--- config.mk ---
export PLATFORM = sky130hd
export DESIGN_NAME = button_encoder_flat
export DESIGN_NICKNAME = d
export VERILOG_FILES = /design/src/rtl/button_encoder_if.sv /design/src/rtl/button_encoder.sv /design/src/flat_wrapper.sv
export SDC_FILE = /design/constraint.sdc
export NUM_CORES = 1
export LEC_CHECK = 0
export CELL_PAD_IN_SITES_DETAIL_PLACEMENT = 0
export CELL_PAD_IN_SITES_GLOBAL_PLACEMENT = 1
export CORE_ASPECT_RATIO = 1.2
export CORE_UTILIZATION = 43
export CTS_CLUSTER_SIZE = 28
export DETAILED_ROUTE_END_ITERATION = 16
export PLACE_DENSITY_LB_ADDON = 0.15
export SKIP_LAST_GASP = 1
export SYNTH_ARGS = -nofsm -noshare
export SYNTH_HDL_FRONTEND = slang
export SYNTH_SLANG_ARGS = --single-unit
--- constraint.sdc ---
create_clock -name CLK -period 2.1 [get_ports CLK]
set_input_delay 0.21 -clock CLK [delete_from_list [all_inputs] [get_ports CLK]]
set_output_delay 0.21 -clock CLK [all_outputs]
set_load 0.02 [all_outputs]
--- src/rtl/button_encoder_if.sv ---
// Pin-side bundle between the raw button lines and the controller input port.
// master: the encoder (samples BTN, drives the code handshake); slave: the consumer.
interface button_encoder_if;
  logic [3:0] BTN;
  logic [1:0] CODE;
  logic       CODE_VALID;
  logic       PRESS;

  modport master (
    input  BTN,
    output CODE,
    output CODE_VALID,
    output PRESS
  );

  modport slave (
    output BTN,
    input  CODE,
    input  CODE_VALID,
    input  PRESS
  );
endinterface

--- src/rtl/button_encoder.sv ---
// Button front end: 2-flop sync, press/release debounce, colour encode with level valid.
// Optional macro BUTTON_ENCODER_MULTI_REJECT_EN: accept only one-hot presses.
module button_encoder #(
  parameter int DEBOUNCE_CYCLES = 1000
) (
  input  logic             CLK,
  input  logic             RST,
  button_encoder_if.master bus
);

  localparam int                CNT_W    = $clog2(DEBOUNCE_CYCLES + 1);
  localparam logic [CNT_W-1:0] CNT_LAST = CNT_W'(DEBOUNCE_CYCLES - 1);

  localparam logic [1:0] IDLE       = 2'd0;
  localparam logic [1:0] PRESS_DB   = 2'd1;
  localparam logic [1:0] HELD       = 2'd2;
  localparam logic [1:0] RELEASE_DB = 2'd3;

  logic [3:0]       btn_p0;
  logic [3:0]       btn_s;
  logic [1:0]       state;
  logic [3:0]       cand;
  logic [CNT_W-1:0] cnt;
  logic [1:0]       code;
  logic             code_valid;
  logic             press;

  function automatic logic acceptable(input logic [3:0] p);
`ifdef BUTTON_ENCODER_MULTI_REJECT_EN
    return (p != 4'd0) && ((p & (p - 4'd1)) == 4'd0);
`else
    return (p != 4'd0);
`endif
  endfunction

  // Lowest set bit wins; for one-hot patterns this is simply the bit index.
  function automatic logic [1:0] encode(input logic [3:0] p);
    if (p[0])      return 2'd0;
    else if (p[1]) return 2'd1;
    else if (p[2]) return 2'd2;
    else if (p[3]) return 2'd3;
    else           return 2'd0;
  endfunction

  // Synchronizer: btn_p0 is the metastability stage, btn_s feeds every decision
  always_ff @(posedge CLK) begin
    if (RST) begin
      btn_p0 <= '0;
      btn_s  <= '0;
    end else begin
      btn_p0 <= bus.BTN;
      btn_s  <= btn_p0;
    end
  end

  // Debounce FSM and registered outputs
  always_ff @(posedge CLK) begin
    if (RST) begin
      state      <= IDLE;
      cand       <= '0;
      cnt        <= '0;
      code       <= '0;
      code_valid <= 1'b0;
      press      <= 1'b0;
    end else begin
      press <= 1'b0;
      case (state)
        IDLE: begin
          code_valid <= 1'b0;
          if (acceptable(btn_s)) begin
            cand  <= btn_s;
            cnt   <= '0;
            state <= PRESS_DB;
          end
        end
        PRESS_DB: begin
          if (btn_s != cand) begin
            cnt   <= '0;
            state <= IDLE;
          end else if (cnt == CNT_LAST) begin
            cnt        <= '0;
            code       <= encode(cand);
            code_valid <= 1'b1;
            press      <= 1'b1;
            state      <= HELD;
          end else begin
            cnt <= cnt + 1'b1;
          end
        end
        HELD: begin
          code_valid <= 1'b1;
          if (btn_s != cand) begin
            cnt   <= '0;
            state <= RELEASE_DB;
          end
        end
        RELEASE_DB: begin
          // Any other button still down restarts the release window
          if (btn_s == cand) begin
            cnt   <= '0;
            state <= HELD;
          end else if (btn_s != 4'd0) begin
            cnt <= '0;
          end else if (cnt == CNT_LAST) begin
            cnt        <= '0;
            code_valid <= 1'b0;
            state      <= IDLE;
          end else begin
            cnt <= cnt + 1'b1;
          end
        end
        default: begin
          cnt        <= '0;
          code_valid <= 1'b0;
          state      <= IDLE;
        end
      endcase
    end
  end

  assign bus.CODE       = code;
  assign bus.CODE_VALID = code_valid;
  assign bus.PRESS      = press;

endmodule

--- src/flat_wrapper.sv ---
// flat-port wrapper written by rule: the top's interface ports become plain ports
module button_encoder_flat 
#(
  parameter int DEBOUNCE_CYCLES = 1000
)
  (CLK, RST, bus_BTN, bus_CODE, bus_CODE_VALID, bus_PRESS);
  button_encoder_if bus_i ();
  input  logic CLK;
  input  logic RST;
  input wire logic [$bits(bus_i.BTN)-1:0] bus_BTN;
  output wire logic [$bits(bus_i.CODE)-1:0] bus_CODE;
  output wire logic [$bits(bus_i.CODE_VALID)-1:0] bus_CODE_VALID;
  output wire logic [$bits(bus_i.PRESS)-1:0] bus_PRESS;
  assign bus_i.BTN = bus_BTN;
  assign bus_CODE = bus_i.CODE;
  assign bus_CODE_VALID = bus_i.CODE_VALID;
  assign bus_PRESS = bus_i.PRESS;
  button_encoder #(.DEBOUNCE_CYCLES(DEBOUNCE_CYCLES)) u_core (.CLK(CLK), .RST(RST), .bus(bus_i));
endmodule
==> impl_report.txt <==
=== SYNTHESIS / PLACE & ROUTE SUMMARY ===
----------------------------------------------------
[Status]
  Status ........................ finished, final reports clean

[Floorplan]
  I/O pins ........................ 10
  Area of the chip ........................ roughly 0.0035 sq mm
  Die Span Y ........................ around 65 um
  Initial cell density of the core ........................ 0.4545

[Critical path]
  Slowest CP cell ........................ sky130_fd_sc_hd__or4_1
  End of the critical path ........................ u_core.bus.CODE[1]
  Kind of launch point of the worst setup path ........................ flip-flop
  Startpoint-to-endpoint class of the critical path ........................ reg2reg
  Maximum fanout along the worst path ........................ 6
  Start point of the critical path ........................ u_core.cnt[1]
  Critical Path Max Stage Delay ........................ approximately 0.47 ns
  Endpoint required time on the critical path ........................ about 2.4 ns
  Signal arrival time at the worst endpoint ........................ 2.26 ns
  Crit-path leading delay family ........................ simple AND/OR/NAND/NOR gates
  Worst reg2reg setup slack ........................ around 0.12 ns
  Crit path buf inv count ........................ 0
  Reg-to-Reg End ........................ u_core.bus.CODE[1]
  Worst Setup End Kind ........................ flip-flop

[Finish]
  Diodes inserted ........................ 0
  Number of nets in the layout ........................ ~190
  Proportion of layout cells with a drive suffix above 1 ........................ 0.09714
  Area overhead of the layout relative to synthesis ........................ 14.73%

[CTS]
  Latency at later pin ........................ approximately 0.33 ns
  Number of CTS-inserted buffers ........................ 3
  CTS resizes ........................ 0
  CTS root buffer ........................ sky130_fd_sc_hd__clkbuf_4
  Clock tree from TritonCTS ........................ yes
  CTS HTree Levels ........................ 1
  Total setup buffers inserted after CTS ........................ 0
  Buffer depth of the longest clock path ........................ 2

[Synthesis]
  Number of distinct library cells after synthesis ........................ 31
  Ranking of synthesized cells by instance count ........................ sky130_fd_sc_hd__dfxtp_1 (28), sky130_fd_sc_hd__nor2_1 (18), sky130_fd_sc_hd__nand4_1 (13)
  Part of the Yosys area used for sequential elements ........................ 0.4000
  Post-synthesis instance area ........................ ~0.0014 sq mm
  Main flop type after synthesis ........................ sky130_fd_sc_hd__dfxtp_1
  Number of cell instances after yosys synthesis ........................ about 160
  Syn Area/Cell ........................ ~8.5 sq um
  Chip area estimate from yosys synthesis ........................ about 0.0014 sq mm
  Area share, top type ........................ 0.4000
  Number of nets at floorplan ........................ 176
  Count leader, synth ........................ sky130_fd_sc_hd__dfxtp_1
  Count of state elements after synthesis ........................ 28
  Fraction of synthesis flops using an asynchronous set or reset pin ........................ 0

[GRT]
  Via count of the first global-routing pass ........................ 1194
  Tot GR Track Use ........................ 0.2041
  Largest net degree at the start of global routing ........................ 19
  Number of antenna violations at the first check in global routing ........................ 0
  Total global routing overflow ........................ 0
  Global-route wire length before repair ........................ ~5200 um

[Detailed routing]
  Antenna viol nets, final ........................ 0
  Met2 wire len ........................ about 1600 um
  Met3 WL ........................ 69 um
  Detailed router's first-iteration violation count ........................ 36
  Met1 Wirelength ........................ ~1300 um
  DRT Pass-1 Iters ........................ 4
  DRC violation count after routing ........................ 0
  Topmost layer with routed signal wires ........................ met4

[STA]
  RSZ-0062 raised after global routing ........................ false
  Max-slew violation count ........................ 0
  Post-route clock period utilization ........................ 0.9441
  Worst Hold Margin ........................ around 0.41 ns
  Accumulated negative setup slack ........................ 0 ns
  Final setup violation count ........................ 0
  Worst slew slack as a fraction of its limit ........................ 0.6476
  Setup Skew ........................ 0.003227 ns
  Worst Slack Setup Final ........................ around 0.12 ns
  Min cycle time layout ........................ around 2 ns

[Run]
  Number of warning messages in the logs ........................ 30
  Max-cap violations ........................ 0

[Power]
  Static leakage ........................ between 0.6 and 0.7 nW
  Power per cell area ........................ about 880 mW/mm^2

[Min path]
  Start point of the worst hold path ........................ bus_BTN[0]

[Place]
  Detail Placement HPWL ........................ between 2000 and 2500 um
  RePlAce Congestion ........................ approximately 0.86

----------------------------------------------------
[kinds of logic after synthesis]
group | synth area share
buffers and inverters | 0.03929
flip-flops | 0.4000
AND/OR/NAND/NOR | 0.3304
XOR/XNOR | 0.02500
adder cells (fa/ha/maj) | 0.05357
multiplexers | 0.03214
AND-OR/OR-AND | 0.1196
[how the worst min path moves through the flow]
stage                            end  slack (ns)  cells past startpoint
CTS                 u_core.btn_p0[3]        0.40                      2
global route        u_core.btn_p0[3]        0.40                      2
global placement     u_core.btn_s[1]        0.42                      1
detailed placement   u_core.btn_s[2]        0.43                      1
floorplan           u_core.btn_p0[0]        0.34                      1
finish              u_core.btn_p0[0]        0.41                      2
[routing by layer]
layer	GRT usage	up-vias
li1	-	620
met1	0.2243	568
met2	0.3596	28
met3	0.03052	12
met4	0.1090	0
met5	0	-
[flip-flops by register name (all words and copies together), names as in the netlist, named ones only]
signal and count:
u_core.btn_p0 4, u_core.btn_s 4, u_core.bus.CODE 2, u_core.bus.CODE_VALID 1
u_core.bus.PRESS 1, u_core.cand 4, u_core.cnt 10, u_core.state 1
[stage by stage]
step / total power, mW / instance area, sq um / instances
global route: 1.514 / 1608 / 211
CTS: 1.431 / 1605 / 211
finish: 1.415 / 1608 / 211
detailed placement: 1.069 / 1553 / 207
floorplan: 0.9235 / 1401 / 164
global placement: 1.052 / 1553 / 207
[worst reg2reg max path, cell delays in order, from the launching register on]
cell	delay (ns)
sky130_fd_sc_hd__dfxtp_1	0.40
sky130_fd_sc_hd__ha_1	0.21
sky130_fd_sc_hd__and2_2	0.20
sky130_fd_sc_hd__nand4_4	0.14
sky130_fd_sc_hd__or3_4	0.37
sky130_fd_sc_hd__or4_1	0.47
sky130_fd_sc_hd__a21oi_1	0.14
[power by group]
group | internal, mW | total, mW | switching, mW
sequential | 0.574 | 0.609 | 0.0350
clock | 0.193 | 0.357 | 0.164
combinational | 0.172 | 0.449 | 0.276
total | 0.939 | 1.41 | 0.476
[cells in the final DEF (no fill, tap or decap), types with 3 or more instances in the layout]
cell	netlist	layout
sky130_fd_sc_hd__a21oi_1	9	9
sky130_fd_sc_hd__a22oi_1	8	8
sky130_fd_sc_hd__a31oi_1	5	5
sky130_fd_sc_hd__and3_1	5	5
sky130_fd_sc_hd__buf_4	0	7
sky130_fd_sc_hd__clkbuf_4	0	3
sky130_fd_sc_hd__clkdlybuf4s50_1	0	9
sky130_fd_sc_hd__dfxtp_1	28	27
sky130_fd_sc_hd__ha_1	6	6
sky130_fd_sc_hd__inv_1	5	5
sky130_fd_sc_hd__nand2_1	12	12
sky130_fd_sc_hd__nand3_1	9	9
sky130_fd_sc_hd__nand4_1	13	13
sky130_fd_sc_hd__nand4b_1	3	3
sky130_fd_sc_hd__nor2_1	18	18
sky130_fd_sc_hd__nor2b_1	8	8
sky130_fd_sc_hd__nor4_1	3	3
sky130_fd_sc_hd__xnor2_1	4	4
[cell type report]
cell class	instances	area, sq um	share of cell area
well taps	36	45.04	0.02802
flip-flops and latches	28	561.8	0.3494
multi-input cells	122	787.0	0.4895
clock inverters	1	30.03	0.01868
inverters	5	18.77	0.01167
repair buffers	16	142.6	0.08872
clock buffers	3	22.52	0.01401
ff_map.png
Scale: 10 px per um. Other sequential cells in the stronger grey, the rest of the logic in the fainter grey.
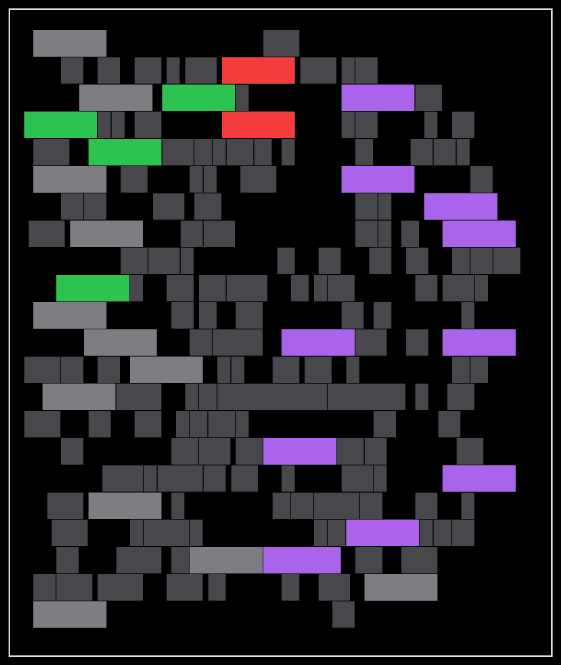
Key: red = u_core.bus.CODE [placed flops 2]; green = u_core.cand [placed flops 4, where north-west]; purple = u_core.cnt [placed flops 10]
final standard cell utilization of the core: 0.5215
sequential cell area share: 0.3494
combined flip-flop and latch cell area: 561.8 sq um
Seq group: 0.609 mW

placed.png
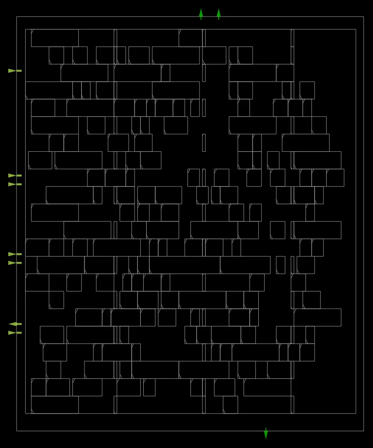
fill count: 307
FF+latch count: 28
number of tap instances: 36
count of non-filler cells in the finished layout: 211

layers.png
Scale: 6 px per um. Two of the layers only.
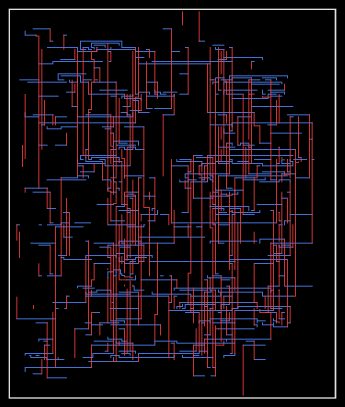
Key: blue = M1 [wire length 1250 um]; red = M2 [wire length 1610 um]
total wire length: 3021 um
total number of vias: 1228

m3.png
Scale: 6 px per um.
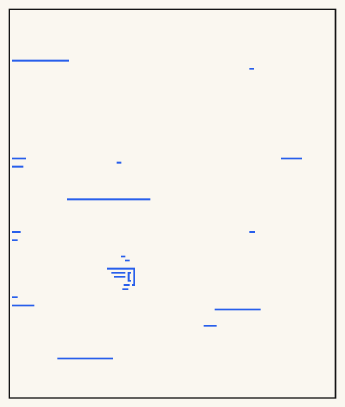
The wires run mostly horizontal. The layer holds 2.3% of the routed length.
GR Layer Usage met3: 0.03052

class_map.png
Scale: 4 px per um.
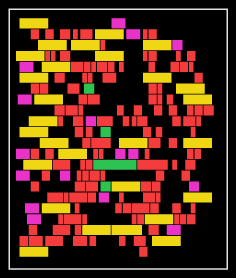
Key: yellow = registers [cells 28]; magenta = remaining buffers and delay cells [cells 16]; green = clock drivers and dummy loads [cells 4]; red = remaining logic cells [cells 127]
number of rows created at floorplan: 22
core area: 0.003083 sq mm
Post-Layout Inst Area: 0.001608 sq mm

No activity file was given, so power comes from the tool's default toggle rates.
